File: src/rtl/gpio_pkg.sv
// Shared constants for the parametrised GPIO bank.
// Register indices select within one port's 8-slot window.
package gpio_pkg;

  localparam int RD_W = 16;

  localparam logic [2:0] REG_IN    = 3'd0;
  localparam logic [2:0] REG_OUT   = 3'd1;
  localparam logic [2:0] REG_DIR   = 3'd2;
  localparam logic [2:0] REG_SET   = 3'd3;
  localparam logic [2:0] REG_CLR   = 3'd4;
  localparam logic [2:0] REG_TGL   = 3'd5;
  localparam logic [2:0] REG_EVT   = 3'd6;
  localparam logic [2:0] REG_EVTEN = 3'd7;

endpackage

File: src/rtl/io_gpio_bank_if.sv
// IO-space bus bundle between the J1 strobes and the GPIO bank.
// addr[PSEL_W+2:3] picks the port, addr[2:0] the register.
interface io_gpio_bank_if #(
  parameter int PSEL_W = 3
);

  logic              io_rd;
  logic              io_wr;
  logic [PSEL_W+2:0] addr;
  logic [15:0]       wdata;
  logic [15:0]       rdata;

  modport master (
    output io_rd,
    output io_wr,
    output addr,
    output wdata,
    input  rdata
  );

  modport slave (
    input  io_rd,
    input  io_wr,
    input  addr,
    input  wdata,
    output rdata
  );

endinterface

File: src/rtl/gpio_port.sv
// One GPIO port: synchroniser, OUT/DIR/EVTEN registers,
// atomic set/clear/toggle and W1C change-event flags.
module gpio_port
  import gpio_pkg::*;
#(
  parameter int WIDTH       = 8,
  parameter int SYNC_STAGES = 2
) (
  input  logic             clk,
  input  logic             rst_n,
  input  logic             wr_en,
  input  logic [2:0]       rsel,
  input  logic [WIDTH-1:0] wdata,
  input  logic [WIDTH-1:0] pin_in,
  output logic [WIDTH-1:0] pin_out,
  output logic [WIDTH-1:0] pin_oe,
  output logic [RD_W-1:0]  rd_val,
  output logic             irq_term
);

  logic [WIDTH-1:0] sync;

  if (SYNC_STAGES == 0) begin : g_nosync
    assign sync = pin_in;
  end else begin : g_sync
    logic [WIDTH-1:0] sync_q [SYNC_STAGES];
    logic [WIDTH-1:0] sync_d [SYNC_STAGES];

    always_comb begin
      sync_d[0] = pin_in;
      for (int i = 1; i < SYNC_STAGES; i++)
        sync_d[i] = sync_q[i-1];
    end

    always_ff @(posedge clk or negedge rst_n) begin
      if (!rst_n) begin
        for (int i = 0; i < SYNC_STAGES; i++)
          sync_q[i] <= '0;
      end else begin
        for (int i = 0; i < SYNC_STAGES; i++)
          sync_q[i] <= sync_d[i];
      end
    end

    assign sync = sync_q[SYNC_STAGES-1];
  end

  logic [WIDTH-1:0] out_q, out_d;
  logic [WIDTH-1:0] dir_q, dir_d;
  logic [WIDTH-1:0] evt_q, evt_d;
  logic [WIDTH-1:0] evten_q, evten_d;
  logic [WIDTH-1:0] prev_q, prev_d;
  logic [WIDTH-1:0] evt_clr;
  logic [WIDTH-1:0] rd_raw;

  always_comb begin
    out_d   = out_q;
    dir_d   = dir_q;
    evten_d = evten_q;
    evt_clr = '0;
    if (wr_en) begin
      unique case (rsel)
        REG_OUT:   out_d   = wdata;
        REG_DIR:   dir_d   = wdata;
        REG_SET:   out_d   = out_q | wdata;
        REG_CLR:   out_d   = out_q & ~wdata;
        REG_TGL:   out_d   = out_q ^ wdata;
        REG_EVT:   evt_clr = wdata;
        REG_EVTEN: evten_d = wdata;
        default:   ;
      endcase
    end
    // a fresh edge beats a same-cycle W1C on that bit
    evt_d  = (evt_q & ~evt_clr) | (sync ^ prev_q);
    prev_d = sync;
  end

  always_ff @(posedge clk or negedge rst_n) begin
    if (!rst_n) begin
      out_q   <= '0;
      dir_q   <= '0;
      evt_q   <= '0;
      evten_q <= '0;
      prev_q  <= '0;
    end else begin
      out_q   <= out_d;
      dir_q   <= dir_d;
      evt_q   <= evt_d;
      evten_q <= evten_d;
      prev_q  <= prev_d;
    end
  end

  always_comb begin
    rd_raw = '0;
    unique case (rsel)
      REG_IN:    rd_raw = sync;
      REG_OUT,
      REG_SET,
      REG_CLR,
      REG_TGL:   rd_raw = out_q;
      REG_DIR:   rd_raw = dir_q;
      REG_EVT:   rd_raw = evt_q;
      REG_EVTEN: rd_raw = evten_q;
      default:   rd_raw = '0;
    endcase
  end

  assign rd_val   = RD_W'(rd_raw);
  assign pin_out  = out_q;
  assign pin_oe   = dir_q;
  assign irq_term = |(evt_q & evten_q);

endmodule

File: src/rtl/io_gpio_bank.sv
// GPIO bank: PORTS identical ports behind the IO strobes,
// registered read data and a registered OR of port irqs.
module io_gpio_bank
  import gpio_pkg::*;
#(
  parameter int PORTS       = 3,
  parameter int WIDTH       = 8,
  parameter int SYNC_STAGES = 2,
  parameter int PSEL_W      = 3
) (
  input  logic                   clk,
  input  logic                   resetq,
  io_gpio_bank_if.slave          bus,
  input  logic [PORTS*WIDTH-1:0] pin_in,
  output logic [PORTS*WIDTH-1:0] pin_out,
  output logic [PORTS*WIDTH-1:0] pin_oe,
  output logic                   irq
);

  logic [PSEL_W-1:0] psel;
  logic [2:0]        rsel;
  logic [RD_W-1:0]   rd_vals [PORTS];
  logic [PORTS-1:0]  irq_terms;
  logic [PORTS-1:0]  wr_sel;

  assign psel = bus.addr[PSEL_W+2:3];
  assign rsel = bus.addr[2:0];

  for (genvar p = 0; p < PORTS; p++) begin : g_port
    assign wr_sel[p] = bus.io_wr && (psel == PSEL_W'(p));

    gpio_port #(
      .WIDTH       (WIDTH),
      .SYNC_STAGES (SYNC_STAGES)
    ) u_port (
      .clk      (clk),
      .rst_n    (resetq),
      .wr_en    (wr_sel[p]),
      .rsel     (rsel),
      .wdata    (bus.wdata[WIDTH-1:0]),
      .pin_in   (pin_in[p*WIDTH +: WIDTH]),
      .pin_out  (pin_out[p*WIDTH +: WIDTH]),
      .pin_oe   (pin_oe[p*WIDTH +: WIDTH]),
      .rd_val   (rd_vals[p]),
      .irq_term (irq_terms[p])
    );
  end

  logic [RD_W-1:0] rd_mux;
  logic [RD_W-1:0] rdata_q, rdata_d;
  logic            irq_q, irq_d;

  // unmatched port index falls through to zero
  always_comb begin
    rd_mux = '0;
    for (int p = 0; p < PORTS; p++)
      if (psel == PSEL_W'(p))
        rd_mux = rd_vals[p];
  end

  always_comb begin
    rdata_d = bus.io_rd ? rd_mux : rdata_q;
    irq_d   = |irq_terms;
  end

  always_ff @(posedge clk or negedge resetq) begin
    if (!resetq) begin
      rdata_q <= '0;
      irq_q   <= 1'b0;
    end else begin
      rdata_q <= rdata_d;
      irq_q   <= irq_d;
    end
  end

  assign bus.rdata = rdata_q;
  assign irq       = irq_q;

endmodule

File: src/flat_wrapper.sv
// flat-port wrapper written by rule: the top's interface ports become plain ports
module io_gpio_bank_flat import gpio_pkg::*;
#(
  parameter int PORTS       = 3,
  parameter int WIDTH       = 8,
  parameter int SYNC_STAGES = 2,
  parameter int PSEL_W      = 3
)
  (clk, resetq, pin_in, pin_out, pin_oe, irq, bus_io_rd, bus_io_wr, bus_addr, bus_wdata, bus_rdata);
  io_gpio_bank_if #(.PSEL_W(PSEL_W)) bus_i ();
  input  logic clk;
  input  logic resetq;
  input  logic [PORTS*WIDTH-1:0] pin_in;
  output logic [PORTS*WIDTH-1:0] pin_out;
  output logic [PORTS*WIDTH-1:0] pin_oe;
  output logic irq;
  input wire logic [$bits(bus_i.io_rd)-1:0] bus_io_rd;
  input wire logic [$bits(bus_i.io_wr)-1:0] bus_io_wr;
  input wire logic [$bits(bus_i.addr)-1:0] bus_addr;
  input wire logic [$bits(bus_i.wdata)-1:0] bus_wdata;
  output wire logic [$bits(bus_i.rdata)-1:0] bus_rdata;
  assign bus_i.io_rd = bus_io_rd;
  assign bus_i.io_wr = bus_io_wr;
  assign bus_i.addr = bus_addr;
  assign bus_i.wdata = bus_wdata;
  assign bus_rdata = bus_i.rdata;
  io_gpio_bank #(.PORTS(PORTS), .WIDTH(WIDTH), .SYNC_STAGES(SYNC_STAGES), .PSEL_W(PSEL_W)) u_core (.clk(clk), .resetq(resetq), .bus(bus_i), .pin_in(pin_in), .pin_out(pin_out), .pin_oe(pin_oe), .irq(irq));
endmodule
File: config.mk
export PLATFORM = sky130hd
export DESIGN_NAME = io_gpio_bank_flat
export DESIGN_NICKNAME = d
export VERILOG_FILES = /design/src/rtl/gpio_pkg.sv /design/src/rtl/io_gpio_bank_if.sv /design/src/rtl/gpio_port.sv /design/src/rtl/io_gpio_bank.sv /design/src/flat_wrapper.sv
export SDC_FILE = /design/constraint.sdc
export NUM_CORES = 1
export LEC_CHECK = 0
export CORE_UTILIZATION = 40
export DETAILED_ROUTE_END_ITERATION = 10
export GPL_TIMING_DRIVEN = 0
export PLACE_DENSITY = 0.66
export RECOVER_POWER = 50
export SLEW_MARGIN = 20
export SYNTH_ARGS = -nofsm -noshare
export SYNTH_HDL_FRONTEND = slang
export SYNTH_SLANG_ARGS = --single-unit
File: constraint.sdc
create_clock -name clk -period 1.95 [get_ports clk]
set_clock_uncertainty 0.1 [all_clocks]
set_input_delay 0.39 -clock clk [delete_from_list [all_inputs] [get_ports clk]]
set_output_delay 0.39 -clock clk [all_outputs]
set_load 0.005 [all_outputs]
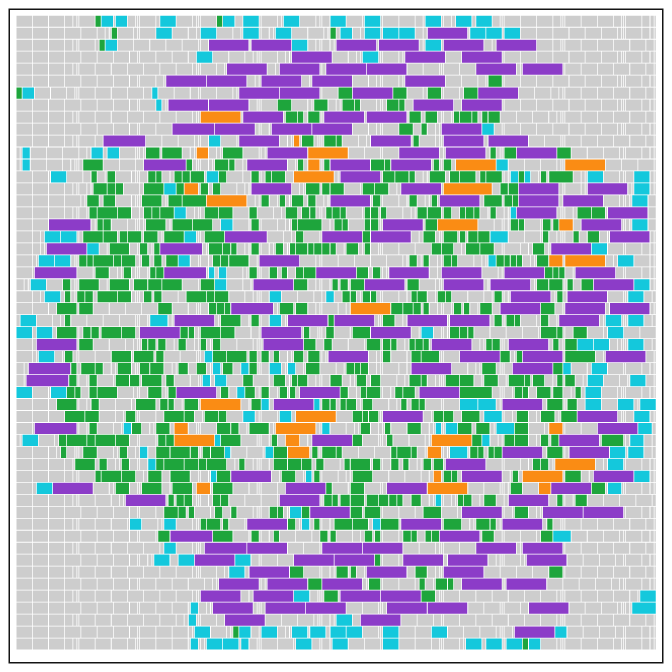
(images/cell_classes.png)
Fill, decap, tap and diode cells in grey.
orange -> clock drivers and dummy loads  # cells 32, share of their area 5.5%
green -> all other logic  # cells 589, share of their area 38%
purple -> flip-flops  # cells 177, share of their area 43%
cyan -> other buffers and delay cells  # cells 171, share of their area 14%

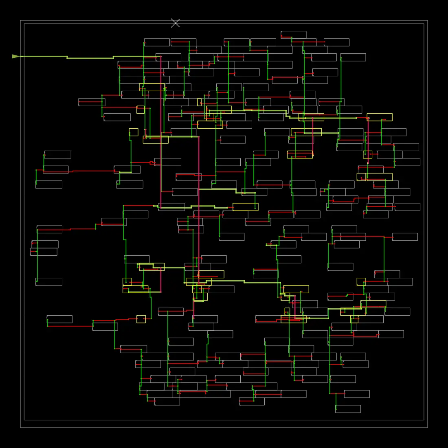
(images/final_clocks.png)
total CTS buffers: 17
registers: 177

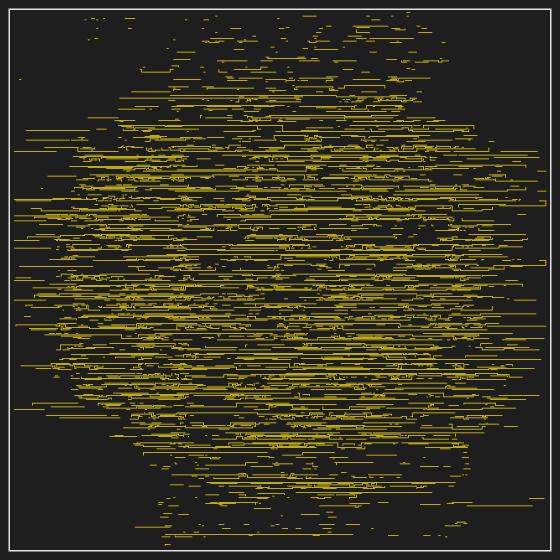
(images/met1.png)
longest straight run = 68.1 um
wire length on this layer = 12,300 um
share of all routed wire = 43%
main direction = horizontal

==> results.toml <==
# generated from flow reports
[synthesis]
synthAoiAreaFrac_pct = 21.6
syn_area_per_cell_um2 = 10.4
top_cells_by_area = "dfrtp_1, ha_1, nand2_1"
common_cells = "dfrtp_1, nand2_1, o21ai_0, a21oi_1, ha_1"
simple_gate_share_pct = 10.6
ys_cells = 824
top_cell = "dfrtp_1"
muxShareOfSynthArea_pct = 0.894
synth.distinct_cells = 48
ys_ff = 177

[route]
ant_nets = 0
drc_errors = 2
drt_iter0_markers = 699
vias_per_cell = 5.82

[global_route]
grt_overflow = 0
grt_pass1_vias = 6951
antenna_found_initial = 0
groute.usage.overall_pct = 26.8
grt_max_degree = 78

[setup_path]
critical_path_class = "input port to flip-flop"
slowest_stage = "clkdlybuf4s50_1"
rr_worst_depth = 5
arrival_ps = 2380
max_stage_delay_ps = 630
crit_fanout = 8
cp_top_family = "AND-OR/OR-AND gates"

[timing]
clock.fmax_mhz = 477
setup_slack_ps = -148
finalClockPeriodUsage_pct = 108
setup_viol = 19
rsz0062_at_grt = "true"
tightest_slew_ps = 878

[cells_and_area]
final.clkbuf_count = 19
fin_nets = 1054
register_area_mm2 = 0.00445
finalNonFillerCells = 1244
final_cell_mix = "dfrtp_1, nand2_1, o21ai_0"
fill_cells = 1967

[power]
p_leak_nw = 4.63
peakVddDrop_uv = 467

[placement]
place_congestion = 0.944
placed_area_mm2 = 0.00987

[die]
dieArea_mm2 = 0.0219
initCoreUtil_pct = 40.7
dieHeight_um = 148

[clock_network]
holdBufCountCts = 1
post-cts-setup-buffer-count = 7
cts_resized = 55
cts_root_buf = "clkbuf_16"
htree_levels = 4

[outcome]
violations = "DRC, setup timing"
status = "complete, but fails checks"

[run]
cap_violations = 0
warnings = 60

[worst_hold_path]
min_delay_path_depth = 0
hp-start = "u_core.g_port[0].u_port.g_sync.sync_d[4]$_DFF_PN0_"
## power by group
part	switching, mW	leakage (nW)	internal [mW]
logic	0.982	2.32	0.934
clock network	1.58	0.271	1.81
registers	0.397	2.03	4.03
## per-stage QoR
step                      utilization [%]  TNS (ps)  hold WS [ps]  worst slack [ps]
after CTS                            50.7      -258           247             -38.8
after global routing                 51.0     -2310           251              -140
after detailed placement             47.1    -69750           233              -849
after global placement               46.8  -1305390           234             -7000
final                                51.0     -1260           247              -148
after floorplan                         -         0         -5.59               245
## worst max path at each step
stage                       startpoint                                            endpoint  slack (ps)  cells past startpoint
after global placement          resetq  u_core.g_port[0].u_port.g_sync.sync_d[5]$_DFF_PN0_       -7000                      1
after global routing       bus_addr[3]                     u_core.bus.rdata[1]$_DFFE_PN0P_        -140                      6
after CTS                  bus_addr[5]      u_core.g_port[0].u_port.pin_out[5]$_DFFE_PN0P_         -40                      7
after floorplan           bus_wdata[0]      u_core.g_port[2].u_port.pin_out[0]$_DFFE_PN0P_         240                      7
final                      bus_addr[3]                     u_core.bus.rdata[1]$_DFFE_PN0P_        -150                      6
after detailed placement   bus_addr[1]                     u_core.bus.rdata[1]$_DFFE_PN0P_        -850                      6
## sequential cells by signal, summed over array words and instances, names as in the netlist
register                            count
u_core.g_port.u_port.prev_q            24
u_core.g_port.u_port.pin_out           24
u_core.g_port.u_port.g_sync.sync_d     24
u_core.irq                              1
u_core.g_port.u_port.pin_oe            24
u_core.g_port.u_port.evten_q           24
u_core.g_port.u_port.prev_d            24
u_core.g_port.u_port.evt_q             24
u_core.bus.rdata                        8
## per-layer routing
metal | routed length, um | up-vias | GRT usage, %
li1 | - | 3200 | -
met2 | 13000 | 395 | 41.0
met4 | 1240 | 0 | 11.1
met1 | 12300 | 3549 | 36.7
met5 | 0 | - | 0
met3 | 2270 | 93 | 6.13
Power is estimated from default activity; no workload was simulated.
